### config.mk
export PLATFORM = sky130hd
export DESIGN_NAME = bus_master_if
export DESIGN_NICKNAME = d
export VERILOG_FILES = /design/src/rtl/bus_master_if.sv
export SDC_FILE = /design/constraint.sdc
export NUM_CORES = 1
export LEC_CHECK = 0
export CAP_MARGIN = 10
export CORE_MARGIN = 2
export CORE_UTILIZATION = 43
export DETAILED_ROUTE_END_ITERATION = 8
export GPL_ROUTABILITY_DRIVEN = 0
export PLACE_DENSITY = 0.94
export SETUP_SLACK_MARGIN = 0.4
export SYNTH_ARGS = -nofsm -noshare
export SYNTH_HDL_FRONTEND = slang
export SYNTH_SLANG_ARGS = --single-unit
### constraint.sdc
create_clock -name clk_i -period 2.6 [get_ports clk_i]
set_clock_uncertainty 0.2 [all_clocks]
set_input_delay 0.52 -clock clk_i [delete_from_list [all_inputs] [get_ports clk_i]]
set_output_delay 0.52 -clock clk_i [all_outputs]
set_load 0.1 [all_outputs]
### src/rtl/bus_master_if.sv
// rtl/bus_master_if.sv - single-outstanding CPU bus master with one-hot slave decode
// Optional feature macro: BUS_TIMEOUT_EN (abort BUSY after TIMEOUT_CYC cycles without ready).
`timescale 1ns/1ps

`ifndef BUS_DATA
`define BUS_DATA 32
`endif
`ifndef ZERO_WORD
`define ZERO_WORD 32'h0000_0000
`endif
`ifndef DIS_EN
`define DIS_EN 5'b00000
`endif

module bus_master_if #(
  parameter int TIMEOUT_CYC = 255
) (
  input  logic                 clk_i,
  input  logic                 rst_n_i,
  input  logic                 req_i,
  input  logic                 we_i,
  input  logic [31:0]          addr_i,
  input  logic [`BUS_DATA-1:0] wr_data_i,
  output logic [31:0]          rd_data_o,
  output logic                 stall_o,
  output logic                 err_o,
  output logic [31:0]          bus_addr_o,
  output logic                 bus_we_o,
  output logic [`BUS_DATA-1:0] bus_wr_data_o,
  output logic                 c_en_s0_o,
  output logic                 c_en_s1_o,
  output logic                 c_en_s2_o,
  output logic                 c_en_s3_o,
  output logic                 c_en_s4_o,
  input  logic [31:0]          bus_rd_data_i,
  input  logic                 bus_ready_i
);

  typedef enum logic [1:0] {IDLE, BUSY, DONE} state_t;

  state_t     state;
  logic [4:0] c_en;
  logic [4:0] dec_en;
  logic       mapped;

  // Region 5..7 shifts the single bit out of the 5-bit vector, but mapped masks it anyway.
  assign mapped = (addr_i[31:29] <= 3'd4);
  assign dec_en = mapped ? (5'd1 << addr_i[31:29]) : `DIS_EN;

  assign stall_o = (state == BUSY) || ((state == IDLE) && req_i);

  assign c_en_s0_o = c_en[0];
  assign c_en_s1_o = c_en[1];
  assign c_en_s2_o = c_en[2];
  assign c_en_s3_o = c_en[3];
  assign c_en_s4_o = c_en[4];

`ifdef BUS_TIMEOUT_EN
  localparam logic [7:0] LAST_WAIT = 8'(TIMEOUT_CYC - 1);
  logic [7:0] wait_cnt;
`endif

  always_ff @(posedge clk_i) begin
    if (!rst_n_i) begin
      state         <= IDLE;
      c_en          <= `DIS_EN;
      bus_addr_o    <= '0;
      bus_we_o      <= 1'b0;
      bus_wr_data_o <= '0;
      rd_data_o     <= `ZERO_WORD;
      err_o         <= 1'b0;
`ifdef BUS_TIMEOUT_EN
      wait_cnt      <= '0;
`endif
    end else begin
      case (state)
        IDLE: begin
          if (req_i) begin
            if (mapped) begin
              state         <= BUSY;
              c_en          <= dec_en;
              bus_addr_o    <= addr_i;
              bus_we_o      <= we_i;
              bus_wr_data_o <= wr_data_i;
`ifdef BUS_TIMEOUT_EN
              wait_cnt      <= '0;
`endif
            end else begin
              state     <= DONE;
              err_o     <= 1'b1;
              rd_data_o <= `ZERO_WORD;
            end
          end
        end
        BUSY: begin
          // Ready has priority over a timeout match in the same cycle.
          if (bus_ready_i) begin
            state     <= DONE;
            c_en      <= `DIS_EN;
            err_o     <= 1'b0;
            rd_data_o <= bus_we_o ? `ZERO_WORD : bus_rd_data_i;
          end
`ifdef BUS_TIMEOUT_EN
          else if (wait_cnt == LAST_WAIT) begin
            state     <= DONE;
            c_en      <= `DIS_EN;
            err_o     <= 1'b1;
            rd_data_o <= `ZERO_WORD;
          end else begin
            wait_cnt <= wait_cnt + 8'd1;
          end
`endif
        end
        DONE:    state <= IDLE;
        default: state <= IDLE;
      endcase
    end
  end

endmodule

### Routing congestion

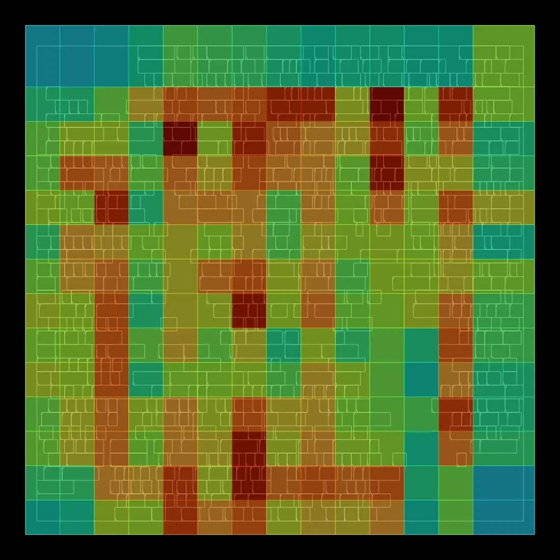
Core Util, Final: 66.7%
GR Layer Usage met3: 4.45%
grt peak-use layer: met2
GR Util met2: 41.9%

### M4 wires

Drawn at 4 px/micron. Supply wires on this layer in gray.
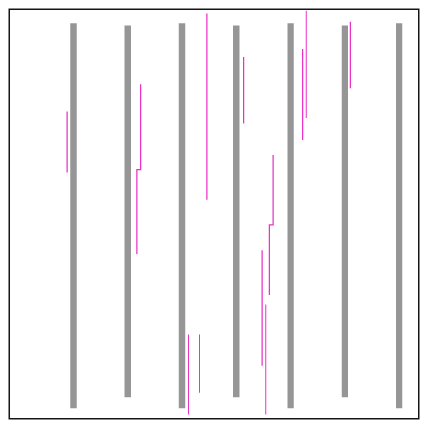
share of all routed wire: 2.5%
nets with wire on the layer: 11
Vias: 4183
drt total wl: 12.4 mm

==> Slide: Implementation Results <==
Physical Implementation Snapshot

Synthesis
  – And+or+nand+nor area frac: approximately 17%
  – Syn_nets: a little under 600
  – Yosys stat chip area: between 4000 and 5000 sq um
  – Dominant comb cell: AND-OR/OR-AND gates
  – Yosys aoi share: between 15 and 20%
  – # Cells Yosys: approximately 480
  – Asr flop ratio synth: 0%
  – Mapped Cells: 482
  – Ys flops: between 100 and 150
  – Average size of a mapped cell: ~8.6 sq um

Detailed routing
  – Met2 routed wirelength: ~6.5 mm
  – Starting DRT DRC Count: approximately 140
  – Avg Vias per Cell: 5.27
  – DRT Pass-1 Iters: 5

Cells and area
  – Layout area overhead: 49.8%
  – Sequential Area: about 2100 sq um
  – Leading cell kind: sequential cells
  – Final std cells w/o fill: roughly 800
  – Comb/total area: 29.3%
  – Top Layout Cells: buf_4 (112), dfxtp_1 (105), clkdlybuf4s50_1 (100)
  – Fraction of cell area in non-clock buffers: 31.1%
  – Inverters, non-clock: 2
  – Sequential portion of the cell area: 34.0%
  – Ant diodes: 0
  – Fill count: ~760
  – Comb area: approximately 1800 sq um

Die
  – # rows: 35
  – # Taps: around 130
  – FP Core Util: between 40% and 50%
  – IO Pins: 205
  – Die ar.: around 10000 sq um

Setup path
  – CP endpoint: stall_o
  – FF-to-FF End: rd_data_o[7]
  – Delay-heaviest family, CP: buffers and inverters
  – CP Cell Sequence: clkdlybuf4s50_1, nor2_1, nor2_2, buf_12
  – Beginning of the worst register-to-register path: state[0]
  – Crit. End Element: output pin
  – Crit-path max cell delay: about 520 ps

Clock network
  – Worst-Skew Late Latency: about 360 ps
  – TritonCTS buffer count: 9
  – CTS H-tree lvls: 3
  – Clock root buffer: clkbuf_8
  – # resized after CTS: 0
  – Clock transition at path regs: about 100 ps

Placed design
  – Setup WS pre-CTS: about 120 ps
  – IO buf count: about 200
  – Placement Cell Area: 6010 sq um
  – Placed Cells: slightly below 800

STA
  – Slew @ Worst Pin: about 460 ps
  – Hold slack: roughly 270 ps
  – Period minus WS final: roughly 2200 ps
  – Pins Over Slew Limit: 0
  – Setup slack after layout: 441 ps
  – Cycle use final: between 80% and 90%

Worst hold path
  – Hold_sp: rd_data_o[31]
  – Hold Path End: rd_data_o[31]

Power
  – Leakage: 2.55 nW

GRT
  – Grt total ovfl: 0
  – First-pass GRT wire length: around 19 mm
  – Met1 Use GR: 25.3%
  – Vias in the first global route: a little over 4000
  – Largest net degree at the start of global routing: about 60

Outcome
  – Status: finished, final reports clean
No activity file was given, so power comes from the tool's default toggle rates.
